## config.mk

```make
export PLATFORM = sky130hd
export DESIGN_NAME = dsp_mac_pipe
export DESIGN_NICKNAME = d
export VERILOG_FILES = /design/src/rtl/dsp_pkg.sv /design/src/rtl/dsp_pipe_reg.sv /design/src/rtl/dsp_mac_pipe.sv
export SDC_FILE = /design/constraint.sdc
export NUM_CORES = 2
export LEC_CHECK = 0
export CELL_PAD_IN_SITES_DETAIL_PLACEMENT = 0
export CELL_PAD_IN_SITES_GLOBAL_PLACEMENT = 1
export CORE_MARGIN = 5
export CORE_UTILIZATION = 47
export CTS_CLUSTER_DIAMETER = 60
export DETAILED_ROUTE_END_ITERATION = 7
export PLACE_DENSITY = 0.82
export SKIP_CTS_REPAIR_TIMING = 1
export SLEW_MARGIN = 10
export SYNTH_ARGS = -nofsm -noshare
export SYNTH_HDL_FRONTEND = slang
export SYNTH_SLANG_ARGS = --single-unit
```

## constraint.sdc

```tcl
create_clock -name clk -period 19 [get_ports clk]
set_input_delay 4.75 -clock clk [delete_from_list [all_inputs] [get_ports clk]]
set_output_delay 4.75 -clock clk [all_outputs]
set_load 0.05 [all_outputs]
```

## src/rtl/dsp_pkg.sv

```systemverilog
// Shared OPMODE bit positions and X/Z post-adder mux encodings for the DSP slice.
// No logic; constants and enums only.
// Backpressure: n/a.
package dsp_pkg;

    localparam int OP_X_LO   = 0;
    localparam int OP_Z_LO   = 2;
    localparam int OP_PREADD = 4;
    localparam int OP_CIN    = 5;
    localparam int OP_PRESUB = 6;
    localparam int OP_SUB    = 7;

    typedef enum logic [1:0] {
        X_ZERO = 2'd0,
        X_M    = 2'd1,
        X_P    = 2'd2,
        X_DAB  = 2'd3
    } xsel_e;

    typedef enum logic [1:0] {
        Z_ZERO = 2'd0,
        Z_PCIN = 2'd1,
        Z_P    = 2'd2,
        Z_C    = 2'd3
    } zsel_e;

endpackage

```

## src/rtl/dsp_pipe_reg.sv

```systemverilog
// Optional pipeline register: clears on rst, loads on ce; EN=0 collapses it to a wire.
// Latency: EN cycles.
// Backpressure: ce=0 holds the stored value.
module dsp_pipe_reg #(
    parameter int W  = 1,
    parameter int EN = 1
) (
    input  logic         clk,
    input  logic         rst,
    input  logic         ce,
    input  logic [W-1:0] d,
    output logic [W-1:0] q
);

    if (EN != 0) begin : g_reg
        always_ff @(posedge clk or posedge rst) begin
            if (rst)
                q <= '0;
            else if (ce)
                q <= d;
        end
    end else begin : g_wire
        assign q = d;
    end

endmodule

```

## src/rtl/dsp_mac_pipe.sv

```systemverilog
// DSP48A1-style slice: pre-adder, unsigned multiplier, post-adder/accumulator with optional saturation.
// Latency: AREG+MREG+1 ce-cycles from in_valid to out_valid; opmode/carryin travel with the sample.
// Backpressure: none; ce=0 freezes every stage including the valid tags.
module dsp_mac_pipe
    import dsp_pkg::*;
#(
    parameter int A_W    = 18,
    parameter int B_W    = 18,
    parameter int P_W    = 48,
    parameter int AREG   = 1,
    parameter int MREG   = 1,
    parameter int SAT_EN = 0
) (
    input  logic               clk,
    input  logic               rst,
    input  logic               ce,
    input  logic               in_valid,
    input  logic [A_W-1:0]     a,
    input  logic [B_W-1:0]     b,
    input  logic [B_W-1:0]     d,
    input  logic [P_W-1:0]     c,
    input  logic [P_W-1:0]     pcin,
    input  logic               carryin,
    input  logic [7:0]         opmode,
    output logic               out_valid,
    output logic [B_W-1:0]     bcout,
    output logic [A_W+B_W-1:0] m,
    output logic [P_W-1:0]     p,
    output logic [P_W-1:0]     pcout,
    output logic               carryout,
    output logic               overflow
);

    localparam int M_W  = A_W + B_W;
    localparam int S_W  = P_W + 1;
    localparam int S1_W = 1 + 8 + 1 + A_W + 2*B_W + 2*P_W;
    localparam int S2_W = 7 + M_W + A_W + 2*B_W + 2*P_W;

    logic             s1_vld, s1_cy, s1_cin;
    logic [7:0]       s1_op;
    logic [A_W-1:0]   s1_a;
    logic [B_W-1:0]   s1_b, s1_d, bp;
    logic [P_W-1:0]   s1_c, s1_pcin;
    logic [M_W-1:0]   mul;
    logic [S1_W-1:0]  s1_q;

    dsp_pipe_reg #(.W(S1_W), .EN(AREG)) u_s1 (
        .clk(clk), .rst(rst), .ce(ce),
        .d({in_valid, opmode, carryin, a, b, d, c, pcin}),
        .q(s1_q)
    );
    assign {s1_vld, s1_op, s1_cy, s1_a, s1_b, s1_d, s1_c, s1_pcin} = s1_q;

    always_comb begin
        bp = s1_b;
        if (s1_op[OP_PREADD])
            bp = s1_op[OP_PRESUB] ? s1_d - s1_b : s1_d + s1_b;
    end

    assign mul    = M_W'(s1_a) * M_W'(bp);
    assign s1_cin = s1_op[OP_CIN] & s1_cy;
    assign bcout  = bp;

    // Only the opmode bits the post-adder still needs ride along past S1.
    logic             s2_vld, s2_sub, s2_cin;
    logic [1:0]       s2_xsel, s2_zsel;
    logic [M_W-1:0]   s2_m;
    logic [A_W-1:0]   s2_a;
    logic [B_W-1:0]   s2_b, s2_d;
    logic [P_W-1:0]   s2_c, s2_pcin;
    logic [S2_W-1:0]  s2_q;

    dsp_pipe_reg #(.W(S2_W), .EN(MREG)) u_s2 (
        .clk(clk), .rst(rst), .ce(ce),
        .d({s1_vld, s1_op[OP_SUB], s1_op[OP_Z_LO +: 2], s1_op[OP_X_LO +: 2], s1_cin,
            mul, s1_a, s1_b, s1_d, s1_c, s1_pcin}),
        .q(s2_q)
    );
    assign {s2_vld, s2_sub, s2_zsel, s2_xsel, s2_cin, s2_m, s2_a, s2_b, s2_d, s2_c, s2_pcin} = s2_q;
    assign m = s2_m;

    logic [P_W-1:0]   xv, zv, pn, p_q;
    logic [S_W-1:0]   sum;
    logic [P_W+1:0]   s3_q;

    always_comb begin
        case (xsel_e'(s2_xsel))
            X_ZERO:  xv = '0;
            X_M:     xv = P_W'(s2_m);
            X_P:     xv = p_q;
            default: xv = P_W'({s2_d, s2_a, s2_b});
        endcase
        case (zsel_e'(s2_zsel))
            Z_ZERO:  zv = '0;
            Z_PCIN:  zv = s2_pcin;
            Z_P:     zv = p_q;
            default: zv = s2_c;
        endcase
        if (s2_sub)
            sum = S_W'(zv) - (S_W'(xv) + S_W'(s2_cin));
        else
            sum = S_W'(zv) + S_W'(xv) + S_W'(s2_cin);
        // Top sum bit is carry on add and borrow on subtract; clamp in the matching direction.
        pn = sum[P_W-1:0];
        if (SAT_EN != 0 && sum[P_W])
            pn = s2_sub ? '0 : '1;
    end

    // Accumulator loads only on valid samples, so bubbles leave p untouched.
    dsp_pipe_reg #(.W(P_W+2), .EN(1)) u_s3 (
        .clk(clk), .rst(rst), .ce(ce & s2_vld),
        .d({sum[P_W], sum[P_W], pn}),
        .q(s3_q)
    );
    assign {carryout, overflow, p_q} = s3_q;

    dsp_pipe_reg #(.W(1), .EN(1)) u_vo (
        .clk(clk), .rst(rst), .ce(ce),
        .d(s2_vld),
        .q(out_valid)
    );

    assign p     = p_q;
    assign pcout = p_q;

endmodule
```

layer_met1.png
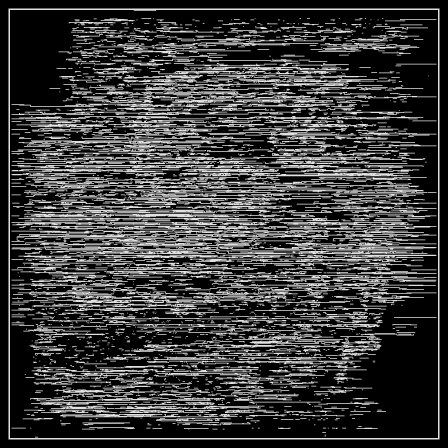
nets with wire on the layer: 4069
main direction: horizontal
share of all routed wire: 45%
final wirelength: 110200 µm
Global Route met1 Usage: 0.3777
number of vias in the routed layout: 27100

layer_met2.png
The bar under the picture is 100 µm long.
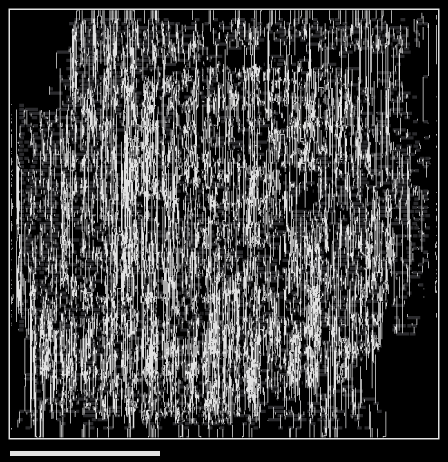
share of all routed wire: 43%
longest straight run: 111 µm
main direction: vertical
wire length on this layer: 47.5 mm

==> flow_summary.yaml <==
# physical design summary
synthesis:
  syn_area_um2: 35590
  synth-cells-yosys: 3635
  ys_seq_frac: 0.2791
  fraction_of_registers_with_async_set_or_reset_after_synthesis: 1.000
  ys.warnings.count: 0
  top_cells_by_area_synth: "sky130_fd_sc_hd__dfrtp_1, sky130_fd_sc_hd__fa_1, sky130_fd_sc_hd__mux2_2"
  postSynth.topFlopCell: "sky130_fd_sc_hd__dfrtp_1"
  synth_top_cell_by_count: "sky130_fd_sc_hd__inv_1"
  edf_count: 0
  synth_chip_area_um2: 35590
  post_synth_most_frequent_cells: "sky130_fd_sc_hd__inv_1, sky130_fd_sc_hd__mux2_2, sky130_fd_sc_hd__dfrtp_1"
  postSynthNetCount: 4326
  yosys.cell_types.count: 80
  top_area_cell: "sky130_fd_sc_hd__dfrtp_1"
  synth-seq-cells: 397
  area_leader_share: 0.2791
  post_synth.cell_area_avg_um2: 9.791
  synth_cells: 3635
sta:
  slew_violations: 0
  maxSlewHeadroom: 0.3046
  hold_ws_ns: 0.5003
  grt_setup_unrepaired: "no"
  worst-slew-pin-transition_ns: 1.043
  final_period_minus_worst_setup_slack_ns: 10.41
  fmax_mhz: 96.10
  setup_total_negative_slack_ns: 0
  finalSetupViolations: 0
  skew_ns: 0.02282
  hold_viol_final: 0
  final_critical_path_setup_slack_ns: 8.594
  fin_crit_sh: 0.5477
die:
  floorplan.io_pins: 316
  well_tap_cells: 978
  fp_util: 0.4710
  floorplan.die.width_um: 285.2
  die.size.y_um: 285.2
  die_area_um2: 81330
  design.core.area_um2: 75570
  rows: 101
global_route:
  maximum_number_of_pins_on_one_net_before_global_route_repair: 113
  grt.busiest_layer: "met2"
  all_layer_global_routing_usage: 0.2667
  grtUsageMet2: 0.4010
  grt_antenna_before_repair: 6
  grt_first_pass_wirelength_um: 167100
  total_congestion_overflow_after_global_routing: 0
  via_count_of_the_first_global_routing_pass: 27380
routing:
  routed-wl-met2_um: 47490
  wire_per_inst_um: 22.94
  met1Wirelength_um: 49310
  route.detailed.vias_per_inst: 5.638
  drt_iter0_markers: 2133
  maxUsedRoutingLayer: "met5"
  met3_wl_post_dr_um: 8886
  drtPass1Iterations: 5
  drtAntennaViolNets: 0
  drc_viols: 0
critical_path:
  critical-path-slowest-cell: "sky130_fd_sc_hd__clkdlybuf4s50_1"
  worst_setup_ep_type: "output port"
  path_buffers: 2
  ff2ff_setup_slack_ns: 9.21
  rr_endpoint: "u_s2.q[180]$_DFFE_PP0P_"
  r2r_start: "u_s1.q[115]$_DFFE_PP0P_"
  critical_path_required_ns: 14.25
  timing.critical_path.max_delay_family: "simple AND/OR/NAND/NOR gates"
  delay_contributed_by_the_slowest_stage_of_the_critical_path_ns: 0.99
  critical_path_class: "flip-flop to output port"
  startpoint_type: "flip-flop"
  crit_path_cell_trace: "inv_1 > ha_1 > nand2_1 > nor3_1 > nor2_1 > xnor2_1 > ha_1 > nor3_1 > a21boi_0 > o21bai_1 > a21oi_1 > o21ai_0 > a2111o_1 > a211o_1 > nand3_1 > clkdlybuf4s50_1"
  worst_ep_arrival_time_ns: 5.66
  crit_path_max_fanout: 19
  rr_worst_depth: 34
clocking:
  number_of_sinks_driven_by_the_clock_tree: 397
  worst_skew_pair_later_pin_latency_ns: 0.62
  tritoncts: "done"
  cts-htree-levels: 2
  numCtsBuffers: 52
  cts_root_buffer: "sky130_fd_sc_hd__clkbuf_16"
  max-clock-path-buffers: 3
  clk_pin_slew_worst_paths_ns: 0.06
placed_design:
  gp_congestion: 0.9369
  placed_cell_area_um2: 39010
  dp_worst_setup_slack_ns: 9.259
  placed_cells: 4708
  place.detailed.hpwl_um: 83360
  port_bufs: 315
final_layout:
  final-clk-cell-share: 0.04579
  final-nonclk-buf-share: 0.08441
  logic_area_um2: 22670
  comb_share: 0.5544
  final-seq-area_um2: 9940
  flow.area_growth_from_synthesis_pct: 14.86
  area_dominant_class: "multi-input combinational cells"
  design.seq.count: 397
  area.share.sequential: 0.2431
  final_net_count: 4475
  nNonClkInverters: 458
  num-nonclk-buffers: 354
  drive_gt1_frac: 0.1547
  clock_buffer_instance_count_of_the_final_layout: 66
  layout.cell_area.non_filler_um2: 40880
  n_fill_cell: 6899
  postLayoutCoreUtil: 0.5410
  final_instance_count_excl_fillers: 4806
  n_antenna_cell: 1
  mi_comb_count: 2521
job:
  drv.max_cap_violation_count: 0
  log_warnings: 75
min_path:
  holdPathEnd: "u_s1.q[60]$_DFFE_PP0P_"
  hp-start: "u_s1.q[60]$_DFFE_PP0P_"
  timing.hold.worst.class: "flip-flop to flip-flop"
  holdPathStages: 1
status:
  run_status: "finished, final reports clean"
layer_met3.png
The bar under the picture is 100 µm long.
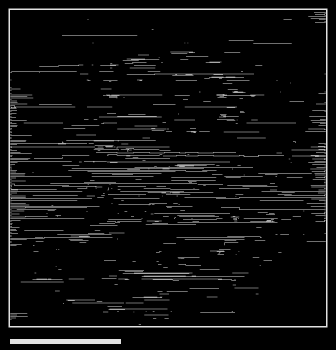
nets with wire on the layer: 449
share of all routed wire: 8.1%
wire length on this layer: 8890 µm
global-route met3 utilization: 0.06451

-- worst max-delay path by stage --
stage                                        from                       to  slack [ns]  depth (start not counted)
after floorplan                               rst    u_s1.q[0]$_DFFE_PP0P_        3.21                          1
after CTS                 u_s1.q[114]$_DFFE_PP0P_                bcout[16]        8.57                         16
after detailed placement  u_s1.q[114]$_DFFE_PP0P_  u_s2.q[180]$_DFFE_PP0P_        9.26                         34
after global placement    u_s1.q[114]$_DFFE_PP0P_                bcout[16]        9.32                         16
final                     u_s1.q[115]$_DFFE_PP0P_                bcout[16]        8.59                         16
after global routing      u_s1.q[114]$_DFFE_PP0P_                bcout[16]        8.20                         16
-- kinds of logic after synthesis --
group	after synthesis	synth area share
AND-OR/OR-AND	610	0.1153
XOR/XNOR	132	0.03248
adder cells (fa/ha/maj)	528	0.2407
buffers and inverters	717	0.08487
multiplexers	449	0.1414
AND/OR/NAND/NOR	802	0.1062
flip-flops	397	0.2791
-- state kept, by name, summed over array words and instances (netlist names) --
signal	cells
u_s2.q	187
u_vo.q	1
u_s1.q	160
u_s3.q	49
-- cells in the final DEF (no fill, tap or decap), drive strengths merged, types with 19 or more instances in the layout --
master	synthesis	final
buf	110	40
a21o	63	63
nand4	28	28
nor3	27	27
xnor2	86	86
o21ai	124	124
nor2b	37	37
nor2	127	127
nand2	361	361
fa	261	261
clkbuf	149	66
mux2i	23	23
nand3	29	29
and2	129	129
o21bai	24	24
xor2	46	46
dfrtp	397	397
a22o	84	84
clkdlybuf4s50	0	314
ha	267	267
inv	457	463
mux2	426	426
o21a	20	20
a21oi	163	163
a31oi	19	19
